$ cat config.mk
export PLATFORM = sky130hd
export DESIGN_NAME = adc_frame_packer_flat
export DESIGN_NICKNAME = d
export VERILOG_FILES = /design/src/rtl/adc_frame_pkg.sv /design/src/rtl/adc_frame_packer_if.sv /design/src/rtl/adc_snapshot_buf.sv /design/src/rtl/adc_frame_packer.sv /design/src/flat_wrapper.sv
export SDC_FILE = /design/constraint.sdc
export NUM_CORES = 1
export LEC_CHECK = 0
export ABC_AREA = 1
export CAP_MARGIN = 20
export CORE_UTILIZATION = 60
export DETAILED_ROUTE_END_ITERATION = 10
export PLACE_DENSITY = 0.85
export SLEW_MARGIN = 10
export SYNTH_ARGS = -nofsm -noshare
export SYNTH_HDL_FRONTEND = slang
export SYNTH_SLANG_ARGS = --single-unit
$ cat constraint.sdc
create_clock -name sys_clk -period 7.9 [get_ports sys_clk]
set_input_delay 1.58 -clock sys_clk [delete_from_list [all_inputs] [get_ports sys_clk]]
set_output_delay 1.58 -clock sys_clk [all_outputs]
set_load 0.005 [all_outputs]
$ cat src/rtl/adc_frame_pkg.sv
// -----------------------------------------------------------------------------
// adc_frame_pkg
// Shared definitions for the ADC frame packer: frame geometry, default sync
// bytes, transmit FSM state type, and the snapshot record that holds one
// eight-channel conversion plus the sequence number it was tagged with.
// -----------------------------------------------------------------------------
package adc_frame_pkg;

  localparam int unsigned NUM_CH      = 8;
  localparam int unsigned DATA_BYTES  = 2 * NUM_CH;
  localparam int unsigned FRAME_BYTES = DATA_BYTES + 4;  // sync x2, seq, data, csum

  localparam logic [7:0] SYNC0_DEF = 8'hA5;
  localparam logic [7:0] SYNC1_DEF = 8'h5A;

  // Explicit encodings keep the state register value identical to the
  // legacy build for anyone probing it on a logic analyser.
  typedef enum logic [2:0] {
    ST_IDLE   = 3'd0,
    ST_SYNC_A = 3'd1,
    ST_SYNC_B = 3'd2,
    ST_SEQ    = 3'd3,
    ST_DATA   = 3'd4,
    ST_CSUM   = 3'd5
  } state_e;

  // ch[0] is channel 1.
  typedef struct packed {
    logic [NUM_CH-1:0][15:0] ch;
    logic [7:0]              seq;
  } snapshot_t;

  // Data byte idx (0..15) of a snapshot: even idx = high byte, odd = low byte.
  function automatic logic [7:0] snap_byte(snapshot_t s, logic [3:0] idx);
    logic [15:0] w;
    w = s.ch[idx[3:1]];
    return idx[0] ? w[7:0] : w[15:8];
  endfunction

endpackage

$ cat src/rtl/adc_frame_packer_if.sv
// -----------------------------------------------------------------------------
// adc_frame_packer_if
// Byte-wide valid/ready stream carrying framed packets to the host link.
//   tx_data  : current frame byte
//   tx_valid : tx_data valid
//   tx_ready : sink accepts the byte when tx_valid & tx_ready
// master = packer side, slave = link side.
// -----------------------------------------------------------------------------
interface adc_frame_packer_if;

  logic [7:0] tx_data;
  logic       tx_valid;
  logic       tx_ready;

  modport master (output tx_data, output tx_valid, input tx_ready);
  modport slave  (input tx_data, input tx_valid, output tx_ready);

endinterface

$ cat src/rtl/adc_snapshot_buf.sv
// -----------------------------------------------------------------------------
// adc_snapshot_buf
// Two-slot snapshot holding registers. The pending slot receives new
// snapshots; a transfer copies pending into the active slot, which the
// transmitter reads while the pending slot is free for the next sample.
//   clk, rst_n   : clock, asynchronous active-low reset
//   wr_en_i      : load wr_data_i into the pending slot (caller guarantees
//                  the slot is empty or being transferred this cycle)
//   wr_data_i    : snapshot to store
//   xfer_i       : move pending -> active and free the pending slot
//   pend_full_o  : pending slot occupied
//   act_data_o   : active slot contents
// A write and a transfer in the same cycle are both honoured: the old
// pending goes to active and the new snapshot takes its place.
// -----------------------------------------------------------------------------
module adc_snapshot_buf
  import adc_frame_pkg::*;
(
  input  logic      clk,
  input  logic      rst_n,
  input  logic      wr_en_i,
  input  snapshot_t wr_data_i,
  input  logic      xfer_i,
  output logic      pend_full_o,
  output snapshot_t act_data_o
);

  snapshot_t pend_q, pend_d;
  snapshot_t act_q,  act_d;
  logic      pend_full_q, pend_full_d;

  always_comb begin
    pend_d      = pend_q;
    act_d       = act_q;
    pend_full_d = pend_full_q;
    if (xfer_i) begin
      act_d       = pend_q;
      pend_full_d = 1'b0;
    end
    if (wr_en_i) begin
      pend_d      = wr_data_i;
      pend_full_d = 1'b1;
    end
  end

  always_ff @(posedge clk or negedge rst_n) begin
    if (!rst_n) begin
      pend_q      <= '0;
      act_q       <= '0;
      pend_full_q <= 1'b0;
    end else begin
      pend_q      <= pend_d;
      act_q       <= act_d;
      pend_full_q <= pend_full_d;
    end
  end

  assign pend_full_o = pend_full_q;
  assign act_data_o  = act_q;

endmodule

$ cat src/rtl/adc_frame_packer.sv
// -----------------------------------------------------------------------------
// adc_frame_packer
// Snapshots the eight AD7606 channel words on each completed conversion and
// streams them as a 20-byte frame:
//   SYNC0, SYNC1, SEQ, ch1[15:8], ch1[7:0], ... ch8[7:0], CSUM
// CSUM = (SEQ + sum of the 16 data bytes) mod 256.
// A pending + active snapshot pair absorbs link back-pressure; a sample that
// finds the pending slot still occupied is dropped and counted.
//   sys_clk, rst_n          : clock, asynchronous active-low reset
//   pack_enable             : accept new sample events when 1
//   adc_read_done           : capture-complete flag (rising edge used)
//   adc_ch1..8_data         : channel words, stable while adc_read_done high
//   tx                      : byte stream (master)
//   busy                    : frame in flight or pending slot full
//   seq_num                 : sequence number of the next sample event
//   drop_cnt                : saturating dropped-frame count
// -----------------------------------------------------------------------------
module adc_frame_packer
  import adc_frame_pkg::*;
#(
  parameter logic [7:0] SYNC0 = SYNC0_DEF,
  parameter logic [7:0] SYNC1 = SYNC1_DEF
) (
  input  logic                      sys_clk,
  input  logic                      rst_n,
  input  logic                      pack_enable,
  input  logic                      adc_read_done,
  input  logic [15:0]               adc_ch1_data,
  input  logic [15:0]               adc_ch2_data,
  input  logic [15:0]               adc_ch3_data,
  input  logic [15:0]               adc_ch4_data,
  input  logic [15:0]               adc_ch5_data,
  input  logic [15:0]               adc_ch6_data,
  input  logic [15:0]               adc_ch7_data,
  input  logic [15:0]               adc_ch8_data,
  adc_frame_packer_if.master        tx,
  output logic                      busy,
  output logic [7:0]                seq_num,
  output logic [15:0]               drop_cnt
);

  localparam logic [3:0] LAST_IDX = 4'(DATA_BYTES - 1);

  state_e      state_q, state_d;
  logic [3:0]  idx_q, idx_d;
  logic [7:0]  csum_q, csum_d;
  logic [7:0]  seq_q;
  logic [15:0] drop_q;
  logic        rd_prev_q;

  logic        sample_evt;
  logic        hs;
  logic        xfer;
  logic        wr_en;
  logic        drop;
  logic        pend_full;
  logic        tx_valid_w;
  logic [7:0]  tx_data_w;
  logic [7:0]  data_byte;
  snapshot_t   snap_in;
  snapshot_t   act;

  // ---------------------------------------------------------------------------
  // Sample event detection and snapshot capture
  // ---------------------------------------------------------------------------
  assign sample_evt = adc_read_done & ~rd_prev_q & pack_enable;

  always_comb begin
    snap_in.ch[0] = adc_ch1_data;
    snap_in.ch[1] = adc_ch2_data;
    snap_in.ch[2] = adc_ch3_data;
    snap_in.ch[3] = adc_ch4_data;
    snap_in.ch[4] = adc_ch5_data;
    snap_in.ch[5] = adc_ch6_data;
    snap_in.ch[6] = adc_ch7_data;
    snap_in.ch[7] = adc_ch8_data;
    snap_in.seq   = seq_q;
  end

  assign hs = tx_valid_w & tx.tx_ready;

  // Pending moves to active whenever the transmitter is idle, or on the
  // checksum handshake so the next frame follows with no idle cycle.
  assign xfer  = pend_full & ((state_q == ST_IDLE) | ((state_q == ST_CSUM) & hs));
  // A transfer in the same cycle frees the slot, so a coincident sample
  // is still accepted.
  assign wr_en = sample_evt & (~pend_full | xfer);
  assign drop  = sample_evt & ~wr_en;

  adc_snapshot_buf u_buf (
    .clk         (sys_clk),
    .rst_n       (rst_n),
    .wr_en_i     (wr_en),
    .wr_data_i   (snap_in),
    .xfer_i      (xfer),
    .pend_full_o (pend_full),
    .act_data_o  (act)
  );

  // ---------------------------------------------------------------------------
  // Transmit FSM and checksum accumulator
  // ---------------------------------------------------------------------------
  assign data_byte = snap_byte(act, idx_q);

  always_comb begin
    state_d = state_q;
    idx_d   = idx_q;
    csum_d  = csum_q;
    case (state_q)
      ST_IDLE: begin
        if (pend_full) state_d = ST_SYNC_A;
      end
      ST_SYNC_A: begin
        if (hs) state_d = ST_SYNC_B;
      end
      ST_SYNC_B: begin
        if (hs) state_d = ST_SEQ;
      end
      ST_SEQ: begin
        if (hs) begin
          state_d = ST_DATA;
          idx_d   = '0;
          csum_d  = act.seq;
        end
      end
      ST_DATA: begin
        if (hs) begin
          csum_d = csum_q + data_byte;
          if (idx_q == LAST_IDX) state_d = ST_CSUM;
          else                   idx_d   = idx_q + 4'd1;
        end
      end
      ST_CSUM: begin
        if (hs) state_d = pend_full ? ST_SYNC_A : ST_IDLE;
      end
      default: state_d = ST_IDLE;
    endcase
  end

  always_ff @(posedge sys_clk or negedge rst_n) begin
    if (!rst_n) begin
      state_q   <= ST_IDLE;
      idx_q     <= '0;
      csum_q    <= '0;
      seq_q     <= '0;
      drop_q    <= '0;
      rd_prev_q <= 1'b0;
    end else begin
      state_q   <= state_d;
      idx_q     <= idx_d;
      csum_q    <= csum_d;
      rd_prev_q <= adc_read_done;
      if (sample_evt)             seq_q  <= seq_q + 8'd1;
      if (drop && (drop_q != '1)) drop_q <= drop_q + 16'd1;
    end
  end

  // ---------------------------------------------------------------------------
  // Output byte mux: a pure function of registered state, so the byte only
  // changes on a handshake or frame start and drops to idle on async reset.
  // ---------------------------------------------------------------------------
  always_comb begin
    tx_valid_w = (state_q != ST_IDLE);
    case (state_q)
      ST_SYNC_A: tx_data_w = SYNC0;
      ST_SYNC_B: tx_data_w = SYNC1;
      ST_SEQ:    tx_data_w = act.seq;
      ST_DATA:   tx_data_w = data_byte;
      ST_CSUM:   tx_data_w = csum_q;
      default:   tx_data_w = '0;
    endcase
  end

  assign tx.tx_valid = tx_valid_w;
  assign tx.tx_data  = tx_data_w;
  assign busy        = (state_q != ST_IDLE) | pend_full;
  assign seq_num     = seq_q;
  assign drop_cnt    = drop_q;

endmodule

$ cat src/flat_wrapper.sv
// flat-port wrapper written by rule: the top's interface ports become plain ports
module adc_frame_packer_flat import adc_frame_pkg::*;
#(
  parameter logic [7:0] SYNC0 = SYNC0_DEF,
  parameter logic [7:0] SYNC1 = SYNC1_DEF
)
  (sys_clk, rst_n, pack_enable, adc_read_done, adc_ch1_data, adc_ch2_data, adc_ch3_data, adc_ch4_data, adc_ch5_data, adc_ch6_data, adc_ch7_data, adc_ch8_data, busy, seq_num, drop_cnt, tx_tx_data, tx_tx_valid, tx_tx_ready);
  adc_frame_packer_if tx_i ();
  input  logic sys_clk;
  input  logic rst_n;
  input  logic pack_enable;
  input  logic adc_read_done;
  input  logic [15:0] adc_ch1_data;
  input  logic [15:0] adc_ch2_data;
  input  logic [15:0] adc_ch3_data;
  input  logic [15:0] adc_ch4_data;
  input  logic [15:0] adc_ch5_data;
  input  logic [15:0] adc_ch6_data;
  input  logic [15:0] adc_ch7_data;
  input  logic [15:0] adc_ch8_data;
  output logic busy;
  output logic [7:0] seq_num;
  output logic [15:0] drop_cnt;
  output wire logic [$bits(tx_i.tx_data)-1:0] tx_tx_data;
  output wire logic [$bits(tx_i.tx_valid)-1:0] tx_tx_valid;
  input wire logic [$bits(tx_i.tx_ready)-1:0] tx_tx_ready;
  assign tx_tx_data = tx_i.tx_data;
  assign tx_tx_valid = tx_i.tx_valid;
  assign tx_i.tx_ready = tx_tx_ready;
  adc_frame_packer #(.SYNC0(SYNC0), .SYNC1(SYNC1)) u_core (.sys_clk(sys_clk), .rst_n(rst_n), .pack_enable(pack_enable), .adc_read_done(adc_read_done), .adc_ch1_data(adc_ch1_data), .adc_ch2_data(adc_ch2_data), .adc_ch3_data(adc_ch3_data), .adc_ch4_data(adc_ch4_data), .adc_ch5_data(adc_ch5_data), .adc_ch6_data(adc_ch6_data), .adc_ch7_data(adc_ch7_data), .adc_ch8_data(adc_ch8_data), .tx(tx_i), .busy(busy), .seq_num(seq_num), .drop_cnt(drop_cnt));
endmodule
Figure 1. Signal wires by layer (run 1).
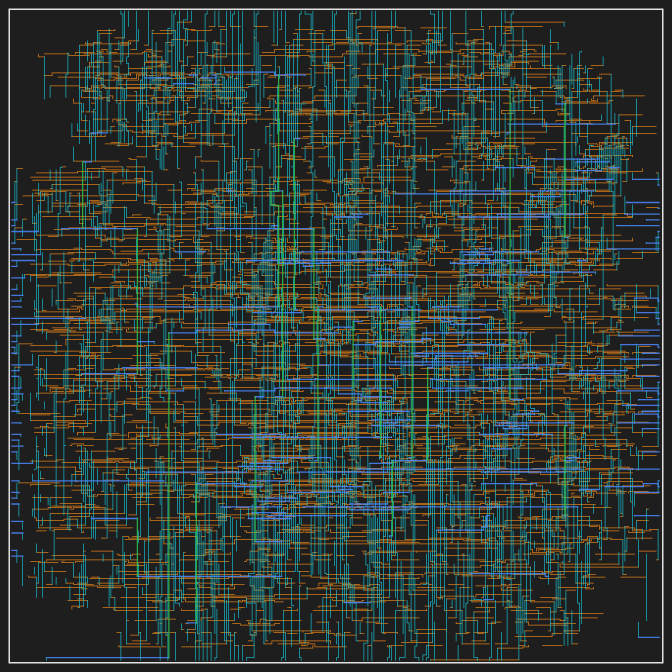
layer	color	wire length
M3	blue	2,100 um
M2	cyan	15,200 um
M1	orange	14,800 um
M4	green	665 um

Figure 2. I/O nets highlighted (run 1).
Bar = 50 um.
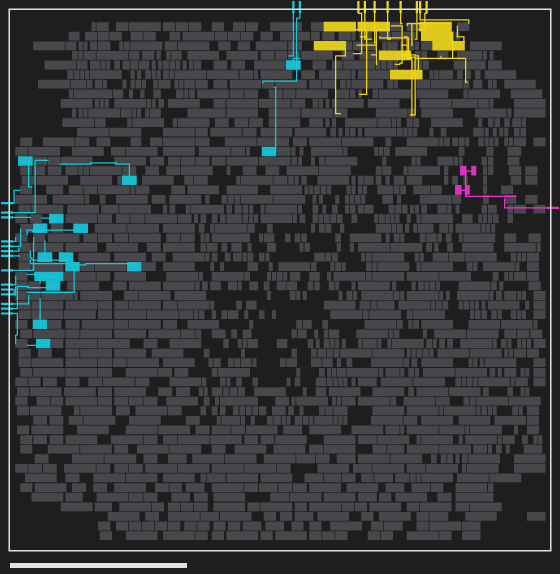
port	color	bits	direction	end cells	wire
adc_ch5_data	cyan	16	input	16	333 um
seq_num	yellow	8	output	8	290 um
tx_tx_ready	magenta	1	input	4	39.5 um

Figure 3. Placement view (run 1).
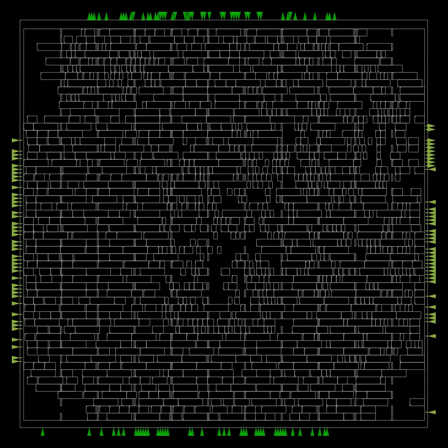
Core Rows: 54
number of tapcells: 280
FILL cells: 1,406

==> results.txt, run 1 <==
State of the implementation.

- The flow ran to the end, and the final reports show no timing, DRC or antenna violations.
- The post-route worst setup slack is 2.604 ns, for reference.
- The maximum clock insertion buffer count is 3, for reference.
- The minimum setup slack after placement is 3.301 ns, for reference.
- The count of yosys warnings during synthesis is 0, for reference.
- The power report puts the leakage power at 0.007634 uW.
- The buffers inserted during post-CTS setup optimization is 0, for reference.
- The number of cells on the worst reg-to-reg path is 16.
- The number of I/O pins is 167, for reference.
- The layout summary lists the proportion of cells stronger than drive strength 1 as 18.92%.
- In this run, synthesis inferred 0 flip-flops with an integrated enable.
- In the Yosys report the total cell count is 1,225.
- The highest supply drop recorded on VDD is 0.2423 mV.
- In the Yosys report, the sequential cells make up 57.30% of the chip area.
- The worst setup path is captured at an output port.
- The combined area of all synthesized cells is 0.01367 mm2, for reference.
- The type of the worst setup path is reg -> out, for reference.
- The average cell area after synthesis is 11.16 um2, for reference.
- After floorplanning, the die was sized to cover 0.02339 mm2.
- The number of vias in the routed layout is around 9.7k, for reference.
- The clock insertion delay at the later pin of the skew report is 0.56 ns, for reference.
- Post-CTS repair changed the size of 0 cells.
- The overall fraction of global-route tracks in use is between 20% and 30%, for reference.
- The finished layout reports a core utilization of 74.92%.
- The destination of the worst register-to-register timing path is u_core.csum_q[6]$_DFFE_PN0P_, for reference.
- Listed in order, past its start point the critical path passes inv_1 > o21ai_0 > o221ai_1 > nand3_1 > nand2_1 > nand2_1 > o211ai_1 > clkdlybuf4s50_1.
- The first global-routing pass estimated 52.85 mm of wire.
- The number of vias per cell is 5.813, for reference.
- The via count of the first global-routing pass is 9,667, for reference.
- After Yosys synthesis, XOR and XNOR cells account for about 1.5% of the synthesized area.
- The routed wire length is 32.84 mm, for reference.
- The main area contributors are sky130_fd_sc_hd__dfrtp_1 (57%), sky130_fd_sc_hd__mux2_2 (14%), sky130_fd_sc_hd__o21ai_0 (4.1%).
- Along the worst hold path, the cell count comes to 2.
- CTS placed an instance of sky130_fd_sc_hd__clkbuf_16 at the clock tree root.
- The largest net degree at the start of global routing is 162, for reference.
- The post-layout total power is 6708 uW, for reference.
- The routed design could run at a clock period as short as 5.296 ns.
- TritonCTS built the clock tree.
- The critical path maximum fanout is 37.
- The timing report shows the most common cell along the critical path to be sky130_fd_sc_hd__nand2_1.
- The first TritonRoute pass finished after 6 iterations.
- The share of synthesized cell area in and-or and or-and compound cells is 8.961%, for reference.
- The deepest level of the CTS H-tree is 1, for reference.
- TritonRoute reported its final design rule violation total as 0.
- The final-report setup violation count is 0, for reference.
- The net count of the finished layout is 1,511.
- The nature of the critical path startpoint is a flip-flop, for reference.
- The signed area change from the synthesized netlist to the final layout is 21.10%, for reference.
- The path type of the worst min-delay path is reg -> reg, for reference.
- The script logs the mean routed wire length per placed instance as 19.67 um.
- Leaving out fill and tap cells, the most frequent cells in the layout are sky130_fd_sc_hd__dfrtp_1 (312), sky130_fd_sc_hd__mux2_2 (166), sky130_fd_sc_hd__clkdlybuf4s50_1 (165).
- The DRC violation total after the first TritonRoute iteration is 890, for reference.
- The end point of the worst hold path is u_core.u_buf.pend_q[4]$_DFFE_PN0P_, for reference.
- The number of buffer cells added on primary ports is roughly 170, for reference.
- The slowest cell on the critical path is sky130_fd_sc_hd__inv_1, for reference.
- The peak per-stage delay on the critical path is 0.84 ns, for reference.
- The worst-case hold slack is 0.4865 ns, for reference.
- The number of hold buffers added after CTS is 0, for reference.
- For the final database, setup skew stands at roughly 0.016 ns.
- The transition time at the pin with the least slew margin is 1.005 ns, for reference.
- The number of buffer and inverter stages on the critical path is 2, for reference.
- The fraction of synthesized cell area taken by the top area cell type is 57.30%, for reference.
- The clock-pin transition on the worst setup and hold timing paths is 0.06 ns, for reference.
- The worst slew slack as a fraction of its limit is between 30% and 40%, for reference.
- Excluding fillers, the count of instances in the completed layout stands at 1,670.
- Post-route period utilization is reported as 67.03%.
- Setup repair after global routing left no endpoint under its margin.
- The weighted congestion at the end of routability-driven global placement is 0.9188, for reference.
## run 1: metal layers
metal	track usage (%)	vias to the layer above	wire, um	share of wire, %
li1	-	4451	-	-
met1	43.75	4835	14830	45
met2	44.65	376	15240	46
met3	4.054	46	2104	6.4
met4	6.878	0	665	2.0
met5	0	-	0	0
## run 1: final cells by class
cell class | instances | area, um2 | share of cell area (%)
inverters | 83 | 311.5 | 1.882
well taps | 280 | 350.3 | 2.116
multi-input cells | 765 | 5223 | 31.55
clock inverters | 11 | 195.2 | 1.179
clock buffers | 45 | 908.4 | 5.488
repair buffers | 173 | 1732 | 10.46
flip-flops and latches | 313 | 7834 | 47.32
## run 1: registers in the layout (all words and copies together) (netlist names)
register,flops
u_core.u_buf.act_data_o,136
u_core.u_buf.pend_q,136
u_core.drop_cnt,16
u_core.csum_q,8
u_core.seq_num,8
u_core.idx_q,4
u_core.state_q,3
u_core.rd_prev_q,1
u_core.u_buf.pend_full_o,1
## run 1: where the power goes
part | total [uW] | switching, uW | leakage (uW) | internal, uW
Sequential | 2890 | 579 | 0.00372 | 2320
Combinational | 2250 | 1150 | 0.00338 | 1100
Clock | 1570 | 608 | 0.000542 | 958
Total | 6710 | 2340 | 0.00763 | 4370
## run 1: cells by family after synthesis
| kind of cell | after synthesis |
|---|---|
| multiplexers | 196 |
| flip-flops | 313 |
| AND/OR/NAND/NOR | 316 |
| adder cells (fa/ha/maj) | 11 |
| buffers and inverters | 147 |
| XOR/XNOR | 24 |
| AND-OR/OR-AND | 218 |
## run 1: tightest hold or removal path: stages (launching register included)
cell and delay (ns):
sky130_fd_sc_hd__dfrtp_1 0.35, sky130_fd_sc_hd__nand2_1 0.05, sky130_fd_sc_hd__nand2_1 0.05
Figure 4. Placed cells, one color a class (run 1).
Fill, decap, tap and diode cells in gray.
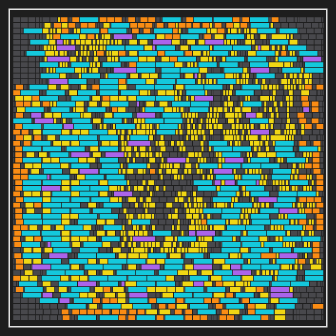

==> inputs of run 2 (changes only) <==
Settings changed: CORE_UTILIZATION 60 to 56, PLACE_DENSITY 0.85 to 0.8.
Clock period 7.9 ns to 5.05 ns, I/O delays scaled along.
Figure 5. Placed cells, one color a class (run 2).
Fill, decap, tap and diode cells in gray.
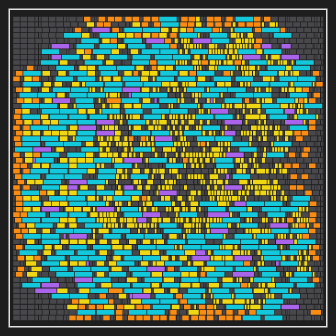
class	color	cells
remaining logic cells	yellow	848
remaining buffers and delay cells	orange	180
registers	cyan	313
clock drivers and dummy loads	purple	57
area of all placed cells without fillers: 0.01671 mm2
share of the final layout cell area in sequential cells: 46.88%
floorplan core area: 0.02368 mm2

Figure 6. Sizing map (run 2).
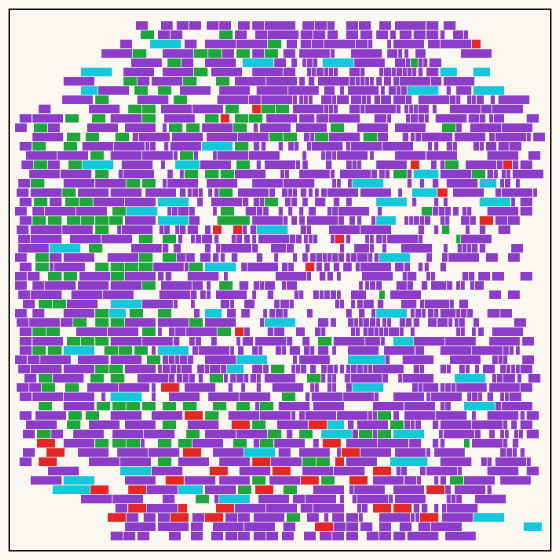
size	color	cells	share
x3 and x4	red	44	3.1%
x1 and smaller	purple	1,128	81%
x6 and larger	cyan	53	3.8%
x2	green	173	12%

Figure 7. Placement view (run 2).
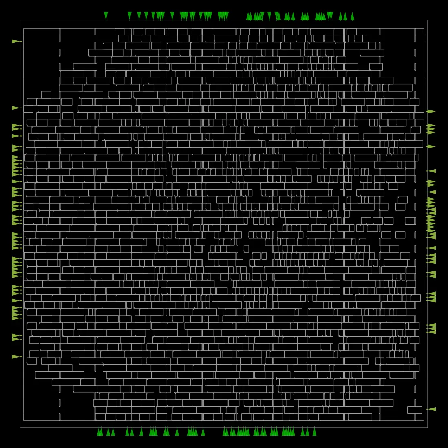
number of tapcells: 319
number of sequential storage elements: 313
Non-Filler Instances: 1,717

==> results.txt, run 2 <==
State of the implementation.

- The element type at the critical path end is an output port (unchanged).
- The detailed-route wire length per cell was 19.48 um (was 19.67 um).
- The clock insertion delay at the later pin of the skew report is 0.52 ns (was 0.56 ns), for reference.
- The met2 global-route usage is 43.76% (was 44.65%), for reference.
- The area share of xor/xnor cells in the synthesized design is 1.538% (unchanged), for reference.
- The type of the worst setup path is reg -> out (unchanged), for reference.
- The count of TritonRoute iterations in the first routing pass came to 6 (unchanged).
- The number of hold buffers added after CTS came to 0 (unchanged).
- The number of cell instances after yosys synthesis is 1,225 (unchanged), for reference.
- The placement row count was 56 (was 54).
- The number of fillers in the final layout came to 1,730 (was 1,406).
- The routed wire length is 33.44 mm (was 32.84 mm), for reference.
- The met1 usage in global routing is 38.54% (was 43.75%), for reference.
- The slowest cell on the critical path is sky130_fd_sc_hd__inv_1 (unchanged), for reference.
- The sequential power share is 42.0% (was 43.1%), for reference.
- The average cell area after synthesis is 11.16 um2 (unchanged), for reference.
- The fraction of power spent switching nets was 34.91% (was 34.87%).
- The clock-pin transition on the worst setup and hold timing paths is 0.06 ns (about the same).
- The main power-consuming group is sequential cells (unchanged).
- The path type of the worst min-delay path was reg -> reg (unchanged).
- The number of vias per cell came to 5.672 (was 5.813).
- Result of the run: complete, no violations (unchanged).
- The remaining routing DRC violations came to 0 (unchanged).
- The worst-case hold slack is 0.4793 ns (was 0.4865 ns), for reference.
- The combined area of all synthesized cells is 0.01367 mm2 (unchanged), for reference.
- The signed area change from the synthesized netlist to the final layout is 22.23% (was 21.10%), for reference.
- The number of buffer and inverter stages on the critical path came to 2 (unchanged).
- The share of power burned in combinational logic is 34.3% (was 33.5%), for reference.
- The sequential fraction of the synthesis area is 57.30% (unchanged).
- The busiest layer in global routing is met2 (unchanged), for reference.
- The destination of the worst register-to-register timing path is u_core.csum_q[6]$_DFFE_PN0P_ (unchanged), for reference.
- The peak per-stage delay on the critical path came to 0.68 ns (was 0.84 ns).
- The number of vias in the routed layout is 9,738 (was 9,708).
- The leakage power total is 0.007691 uW (was 0.007634 uW), for reference.
- The end point of the worst hold path is u_core.u_buf.pend_q[4]$_DFFE_PN0P_ (unchanged).
- The clock distribution power is 2510 uW (was 1570 uW), for reference.
- The largest net degree at the start of global routing was 104 (was 162).
- The count of cells along the worst hold path is 2 (unchanged).
- The overall fraction of global-route tracks in use is 27.59% (was 28.94%), for reference.
- Top Layout Cells: sky130_fd_sc_hd__dfrtp_1 (312), sky130_fd_sc_hd__mux2_2 (166), sky130_fd_sc_hd__clkdlybuf4s50_1 (165) (unchanged).
- The count of flip-flops with a built-in enable after synthesis is 0 (unchanged), for reference.
-- run 2: cell counts after synthesis --
Identical to the previous run, type by type.
-- run 2: area by class of cell --
cell class                      instances  area (um2)  share of cell area, %
Clock buffer                           50        1012                  6.058
Clock inverter                          7       132.6                 0.7938
Tap cell                              319       399.1                  2.389
Timing Repair Buffer                  180        1797                  10.75
Multi-Input combinational cell        765        5223                  31.26
Sequential cell                       313        7834                  46.88
Inverter                               83       311.5                  1.865
-- run 2: worst max path at each step --
stage	depth (start not counted)	to	startpoint	slack, ns
after floorplan	18	u_core.csum_q[6]$_DFFE_PN0P_	u_core.idx_q[1]$_DFFE_PN0P_	2.19
after global placement	7	u_core.u_buf.pend_q[78]$_DFFE_PN0P_	tx_tx_ready	1.48
after detailed placement	7	u_core.u_buf.pend_q[80]$_DFFE_PN0P_	tx_tx_ready	1.48
after CTS	10	tx_tx_data[7]	u_core.idx_q[1]$_DFFE_PN0P_	0.95
after global routing	10	tx_tx_data[7]	u_core.idx_q[1]$_DFFE_PN0P_	0.70
final	8	tx_tx_data[2]	u_core.idx_q[2]$_DFFE_PN0P_	0.91
-- run 2: through the flow --
stage / cell area, um2 / power, uW / setup WS (ns) / util, % / cells
2_1_floorplan: 13670 / 6632 / 2.192 / - / 1225
3_3_place_gp: 15560 / 7882 / 1.482 / 65.72 / 1660
3_5_place_dp: 15560 / 8029 / 1.479 / 65.72 / 1660
4_1_cts: 16710 / 10590 / 0.9550 / 70.55 / 1717
5_1_grt: 16710 / 11180 / 0.7003 / 70.55 / 1717
6_report: 16710 / 10590 / 0.9119 / 70.55 / 1717
-- run 2: layer usage --
layer	vias to the layer above	share of wire (%)	routed length, um
li1	4461	-	-
met1	4840	42	14170
met2	369	47	15810
met3	68	7.4	2476
met4	0	2.9	986
met5	-	0	0
Power figures rest on the tool's default switching activity, not on a simulated workload.
